## src/rtl/i2c_pkg.sv

```systemverilog
// Shared types for the I2C command sequencer: the queued command record,
// the sequencer FSM states and the op encodings presented to the I2C top.
package i2c_pkg;

    localparam logic I2C_OP_WRITE = 1'b0;
    localparam logic I2C_OP_READ  = 1'b1;

    typedef struct packed {
        logic       op;
        logic [6:0] addr;
        logic [7:0] data;
    } i2c_cmd_t;

    // ST_HOLD is only reachable when the retry feature is compiled in.
    typedef enum logic [2:0] {
        ST_IDLE  = 3'd0,
        ST_ISSUE = 3'd1,
        ST_WAIT  = 3'd2,
        ST_RESP  = 3'd3,
        ST_HOLD  = 3'd4
    } seq_state_t;

endpackage

```

## src/rtl/i2c_cmd_fifo.sv

```systemverilog
// Synchronous command FIFO. DEPTH must be a power of two so that the
// read/write pointers wrap naturally. Pushes while full and pops while
// empty are ignored. Level output is the registered occupancy count.
module i2c_cmd_fifo
    import i2c_pkg::*;
#(
    parameter int  DEPTH = 8,
    localparam int AW    = $clog2(DEPTH),
    localparam int LW    = AW + 1
) (
    input  logic          clk,
    input  logic          rst,
    input  logic          i_push,
    input  i2c_cmd_t      i_wdata,
    input  logic          i_pop,
    output i2c_cmd_t      o_rdata,
    output logic          o_full,
    output logic          o_empty,
    output logic [LW-1:0] o_level
);

    i2c_cmd_t      r_mem [DEPTH];
    logic [AW-1:0] r_wr_ptr;
    logic [AW-1:0] r_rd_ptr;
    logic [LW-1:0] r_count;
    logic          w_push;
    logic          w_pop;

    assign o_full  = (r_count == LW'(DEPTH));
    assign o_empty = (r_count == {LW{1'b0}});
    assign w_push  = i_push && !o_full;
    assign w_pop   = i_pop && !o_empty;
    assign o_rdata = r_mem[r_rd_ptr];
    assign o_level = r_count;

    // Storage array: written at the write pointer on an accepted push.
    always_ff @(posedge clk or posedge rst) begin
        if (rst) begin
            for (int i = 0; i < DEPTH; i++) begin
                r_mem[i] <= '0;
            end
        end else if (w_push) begin
            r_mem[r_wr_ptr] <= i_wdata;
        end
    end

    // Pointers advance modulo DEPTH through natural wrap of AW bits.
    always_ff @(posedge clk or posedge rst) begin
        if (rst) begin
            r_wr_ptr <= {AW{1'b0}};
            r_rd_ptr <= {AW{1'b0}};
        end else begin
            if (w_push) begin
                r_wr_ptr <= r_wr_ptr + AW'(1);
            end
            if (w_pop) begin
                r_rd_ptr <= r_rd_ptr + AW'(1);
            end
        end
    end

    // Occupancy count; simultaneous push and pop leave it unchanged.
    always_ff @(posedge clk or posedge rst) begin
        if (rst) begin
            r_count <= {LW{1'b0}};
        end else begin
            case ({w_push, w_pop})
                2'b10:   r_count <= r_count + LW'(1);
                2'b01:   r_count <= r_count - LW'(1);
                default: r_count <= r_count;
            endcase
        end
    end

endmodule

```

## src/rtl/i2c_cmd_sequencer.sv

```systemverilog
// Command-queue front end for the I2C top level. Host commands are
// buffered in a FIFO and issued one at a time with a one-cycle newd
// pulse; the block waits for done and returns one response per command.
// Optional feature: define I2C_SEQ_RETRY_EN to reissue NACKed
// transactions up to MAX_RETRY times before reporting rsp_err.
module i2c_cmd_sequencer
    import i2c_pkg::*;
#(
    parameter int  DEPTH     = 8,
    parameter int  MAX_RETRY = 3,
    localparam int LW        = $clog2(DEPTH) + 1
) (
    input  logic          clk,
    input  logic          rst,
    input  logic          cmd_valid,
    output logic          cmd_ready,
    input  logic          cmd_op,
    input  logic [6:0]    cmd_addr,
    input  logic [7:0]    cmd_data,
    output logic          rsp_valid,
    input  logic          rsp_ready,
    output logic [7:0]    rsp_data,
    output logic          rsp_err,
    output logic          i2c_newd,
    output logic          i2c_op,
    output logic [6:0]    i2c_addr,
    output logic [7:0]    i2c_din,
    input  logic [7:0]    i2c_dout,
    input  logic          i2c_busy,
    input  logic          i2c_ack_err,
    input  logic          i2c_done,
    output logic [LW-1:0] queue_level,
    output logic          idle
);

    seq_state_t    r_state;
    seq_state_t    w_next_state;

    i2c_cmd_t      w_wdata;
    i2c_cmd_t      w_head;
    logic          w_push;
    logic          w_pop;
    logic          w_full;
    logic          w_empty;
    logic [LW-1:0] w_level;

    logic          r_newd;
    logic          r_op;
    logic [6:0]    r_addr;
    logic [7:0]    r_din;
    logic          r_rsp_valid;
    logic [7:0]    r_rsp_data;
    logic          r_rsp_err;

    logic          w_newd;
    logic          w_op;
    logic [6:0]    w_addr;
    logic [7:0]    w_din;
    logic          w_rsp_valid;
    logic [7:0]    w_rsp_data;
    logic          w_rsp_err;

`ifdef I2C_SEQ_RETRY_EN
    localparam int            CW     = $clog2(MAX_RETRY + 1);
    localparam logic [CW-1:0] LP_MAX = CW'(MAX_RETRY);
    logic [CW-1:0] r_retry_cnt;
    logic [CW-1:0] w_retry_cnt;
`endif

    assign w_wdata.op   = cmd_op;
    assign w_wdata.addr = cmd_addr;
    assign w_wdata.data = cmd_data;
    assign cmd_ready    = !w_full;
    assign w_push       = cmd_valid && cmd_ready;

    i2c_cmd_fifo #(
        .DEPTH (DEPTH)
    ) u_fifo (
        .clk     (clk),
        .rst     (rst),
        .i_push  (w_push),
        .i_wdata (w_wdata),
        .i_pop   (w_pop),
        .o_rdata (w_head),
        .o_full  (w_full),
        .o_empty (w_empty),
        .o_level (w_level)
    );

    assign queue_level = w_level;
    assign idle        = w_empty && (r_state == ST_IDLE) && !r_rsp_valid;
    assign i2c_newd    = r_newd;
    assign i2c_op      = r_op;
    assign i2c_addr    = r_addr;
    assign i2c_din     = r_din;
    assign rsp_valid   = r_rsp_valid;
    assign rsp_data    = r_rsp_data;
    assign rsp_err     = r_rsp_err;

    // FSM state register.
    always_ff @(posedge clk or posedge rst) begin
        if (rst) begin
            r_state <= ST_IDLE;
        end else begin
            r_state <= w_next_state;
        end
    end

    // Next-state logic and next values for every registered output.
    always_comb begin
        w_next_state = r_state;
        w_pop        = 1'b0;
        w_newd       = 1'b0;
        w_op         = r_op;
        w_addr       = r_addr;
        w_din        = r_din;
        w_rsp_valid  = r_rsp_valid;
        w_rsp_data   = r_rsp_data;
        w_rsp_err    = r_rsp_err;
`ifdef I2C_SEQ_RETRY_EN
        w_retry_cnt  = r_retry_cnt;
`endif
        case (r_state)
            ST_IDLE: begin
                // The bus must be fully quiet (no busy, no trailing done).
                if (!w_empty && !i2c_busy && !i2c_done) begin
                    w_pop        = 1'b1;
                    w_op         = w_head.op;
                    w_addr       = w_head.addr;
                    w_din        = w_head.data;
                    w_newd       = 1'b1;
                    w_next_state = ST_ISSUE;
`ifdef I2C_SEQ_RETRY_EN
                    w_retry_cnt  = {CW{1'b0}};
`endif
                end else begin
                    w_next_state = ST_IDLE;
                end
            end
            ST_ISSUE: begin
                w_next_state = ST_WAIT;
            end
            ST_WAIT: begin
                if (i2c_done) begin
                    if (!i2c_ack_err) begin
                        w_next_state = ST_RESP;
                        w_rsp_valid  = 1'b1;
                        w_rsp_err    = 1'b0;
                        w_rsp_data   = (r_op == I2C_OP_READ) ? i2c_dout : 8'h00;
                    end else begin
`ifdef I2C_SEQ_RETRY_EN
                        if (r_retry_cnt < LP_MAX) begin
                            w_retry_cnt  = r_retry_cnt + CW'(1);
                            w_next_state = ST_HOLD;
                        end else begin
                            w_next_state = ST_RESP;
                            w_rsp_valid  = 1'b1;
                            w_rsp_err    = 1'b1;
                            w_rsp_data   = 8'h00;
                        end
`else
                        w_next_state = ST_RESP;
                        w_rsp_valid  = 1'b1;
                        w_rsp_err    = 1'b1;
                        w_rsp_data   = 8'h00;
`endif
                    end
                end else begin
                    w_next_state = ST_WAIT;
                end
            end
            ST_RESP: begin
                if (rsp_ready) begin
                    w_next_state = ST_IDLE;
                    w_rsp_valid  = 1'b0;
                end else begin
                    w_next_state = ST_RESP;
                end
            end
            ST_HOLD: begin
`ifdef I2C_SEQ_RETRY_EN
                // Reissue the latched command without touching the FIFO.
                if (!i2c_busy && !i2c_done) begin
                    w_newd       = 1'b1;
                    w_next_state = ST_ISSUE;
                end else begin
                    w_next_state = ST_HOLD;
                end
`else
                w_next_state = ST_IDLE;
`endif
            end
            default: begin
                w_next_state = ST_IDLE;
            end
        endcase
    end

    // Registered I2C-side and response-side outputs.
    always_ff @(posedge clk or posedge rst) begin
        if (rst) begin
            r_newd      <= 1'b0;
            r_op        <= 1'b0;
            r_addr      <= 7'h00;
            r_din       <= 8'h00;
            r_rsp_valid <= 1'b0;
            r_rsp_data  <= 8'h00;
            r_rsp_err   <= 1'b0;
        end else begin
            r_newd      <= w_newd;
            r_op        <= w_op;
            r_addr      <= w_addr;
            r_din       <= w_din;
            r_rsp_valid <= w_rsp_valid;
            r_rsp_data  <= w_rsp_data;
            r_rsp_err   <= w_rsp_err;
        end
    end

`ifdef I2C_SEQ_RETRY_EN
    // Retry counter: cleared on every pop, bumped on each NACKed attempt.
    always_ff @(posedge clk or posedge rst) begin
        if (rst) begin
            r_retry_cnt <= {CW{1'b0}};
        end else begin
            r_retry_cnt <= w_retry_cnt;
        end
    end
`endif

endmodule

```

## config.mk

```make
export PLATFORM = sky130hd
export DESIGN_NAME = i2c_cmd_sequencer
export DESIGN_NICKNAME = d
export VERILOG_FILES = /design/src/rtl/i2c_pkg.sv /design/src/rtl/i2c_cmd_fifo.sv /design/src/rtl/i2c_cmd_sequencer.sv
export SDC_FILE = /design/constraint.sdc
export NUM_CORES = 1
export LEC_CHECK = 0
export CORE_UTILIZATION = 45
export CTS_BUF_LIST = sky130_fd_sc_hd__clkbuf_2
export CTS_CLUSTER_DIAMETER = 150
export DETAILED_ROUTE_END_ITERATION = 8
export PLACE_DENSITY = 0.67
export SKIP_CTS_REPAIR_TIMING = 1
export SYNTH_ARGS = -nofsm -noshare
export SYNTH_HDL_FRONTEND = slang
export SYNTH_SLANG_ARGS = --single-unit
```

## constraint.sdc

```tcl
create_clock -name clk -period 5.84 [get_ports clk]
set_clock_uncertainty 0.15 [all_clocks]
set_input_delay 0.876 -clock clk [delete_from_list [all_inputs] [get_ports clk]]
set_output_delay 0.876 -clock clk [all_outputs]
set_load 0.01 [all_outputs]
```

Placement density heat map:
Scale: 3 px per um. 13 x 13 tiles, from dark blue (low) to red (high), 0 to 100% covered.
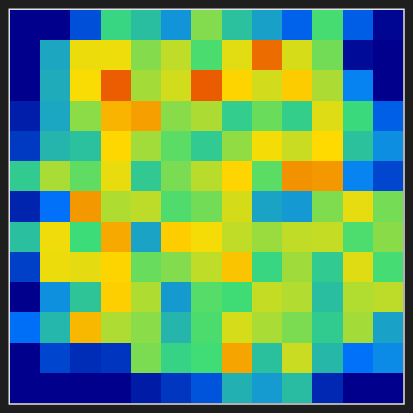
emptiest ninth of the die = bottom left
nearly empty tiles = 8.9%
mean over tiles = 48%
fullest tile = 90%
tiles over 75% full = 12%

Cell outlines without signal wires:
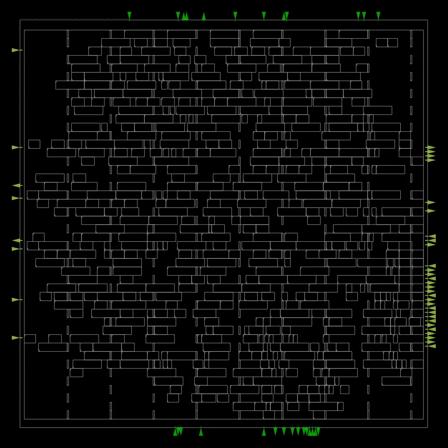
core region area: 16100 um2
Row Count: 46

Nets reached from selected ports:
Scale: 3 px per um.
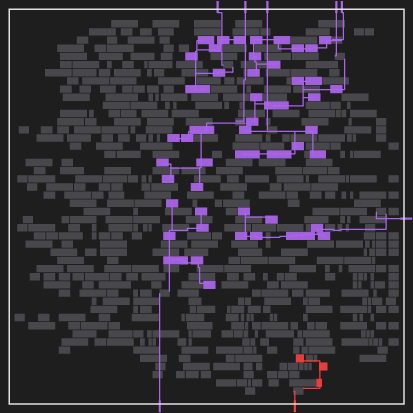
red -> i2c_done  # bits 1, direction input, end cells 3, buffers 1, wire 27.1 um
purple -> cmd_addr  # bits 7, direction input, end cells 56, buffers 7, wire 616 um

Cell sizes after repair:
Scale: 3 px per um.
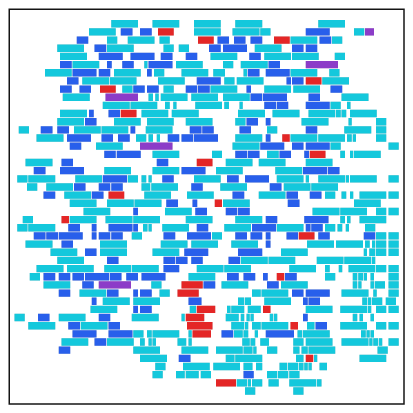
red -> x3 and x4  # cells 24
purple -> x6 and larger  # cells 5
cyan -> x1 and smaller  # cells 355
blue -> x2  # cells 178
summed area of non-filler cells in the final layout: 8520 um2
area growth from synthesis to final layout: 13.6%
number of non-clock buffers in the layout: 69
final setup slack of the worst path: 2.45 ns

Met1 routing:
Scale: 4 px per um. Supply wires on this layer in gray.
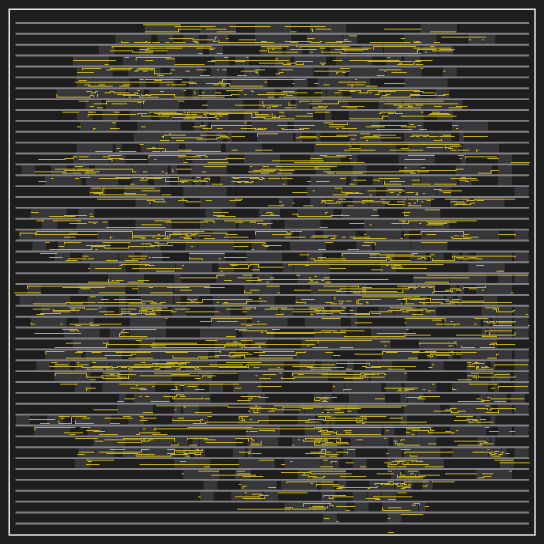
wire length on this layer = 6170 um
share of all routed wire = 43%
nets with wire on the layer = 528
longest straight run = 52.0 um
main direction = horizontal

==> impl_metrics.csv <==
group,metric,value,unit
outcome,run_status,"finished clean",
power_and_ir_drop,post-layout-total-power,4.52,mW
cells_and_area,stdcell_count,779,
cells_and_area,nNonClkInverters,4,
synth,asyncSetResetFlopFracSynth,100,%
route,post_drt_via_cell_ratio,5.29,
critical_path,slowest_delay,0.56,ns
die,floorplan.die_area,17200,um2
synth,xor_share,1.05,%
critical_path,reg2reg_depth,11,
grt,globalRouteMet2Util,32.0,%
grt,use_met1,23.1,%
clocking,numClockSinks,167,
timing,finalSetupViolations,0,
grt,global_route.usage.met3,3.77,%
cells_and_area,num-nets-final,586,
cells_and_area,nFlopsAndLatches,167,
timing,fmax,295,MHz
critical_path,worstReg2RegStart,"u_fifo.o_level[1]$_DFFE_PP0P_",
die,design.portCount,64,
synth,synth_flops,167,
power_and_ir_drop,power.share.switching,31.4,%
synth,ys_warn_count,0,
power_and_ir_drop,clock_power,0.652,mW
cells_and_area,layout.clock_buffers,19,
timing,rsz0062_at_grt,"false",
route,first_pass_iters,4,
power_and_ir_drop,leakagePower,3.69,nW
timing,final-hold-violation-count,0,
clocking,clock_latency,0.73,ns
route,drtIter0Drc,240,
power_and_ir_drop,comb-power,1.78,mW
route,met2WireLength,7370,um
power_and_ir_drop,total_switching_power,1.42,mW
critical_path,setup.worst_path.start_class,"flip-flop",
synth,simple_gate_area_share,5.32,%
die,die-height,131,um
clocking,cts-root-buf,"clkbuf_2",
cells_and_area,largest_register_ff_count,128,
cells_and_area,layout_top_cell,"dfrtp_1",
grt,grt_overflow_total,0,
cells_and_area,top_register_by_number_of_flip_flops,"u_fifo.r_mem",
synth,top_cells_by_count,"dfrtp_1 (167), mux2_2 (119), nand2_1 (42)",
route,route.antenna.remaining_nets,0,
route,drc,0,
critical_path,reg2reg_setup_slack,2.88,ns
critical_path,worstPathCellList,"nor4_1 > nor3b_1 > clkdlybuf4s50_1",
power_and_ir_drop,combinationalPowerShare,39.3,%
critical_path,crit_fanout,9,
synth,netlist.top_cell.by_area,"dfrtp_1",
die,die_x_extent,131,um
cells_and_area,final_layout_top_logic_cells,"dfrtp_1 (166), mux2_2 (119), clkdlybuf4s50_1 (63)",
route,postRouteWirelength,14200,um
route,drt-wirelength-per-cell,18.2,um
critical_path,cp_num_cells,3,
synth,aoi_share,2.42,%
timing,maxSlewViolCount,0,
timing,max_slew.worst_pin.slew,0.991,ns
synth,yosysCellCount,491,
timing,final.min_clock_period,3.39,ns
synth,post_synth_num_cell_types,39,
critical_path,crit_slowest_cell,"clkdlybuf4s50_1",
cells_and_area,largest_class,"flip-flops and latches",
clocking,cts_htree_levels,4,
cells_and_area,comb-cell-share,36.6,%
timing,setup_tns,0,ns
cells_and_area,num_antenna_cells,1,
die,core_util_floorplan,46.7,%
synth,yosys_area,7500,um2
synth,logic_family,"multiplexers",
grt,top_usage_layer,"met2",
Power and IR drop assume default switching activity.
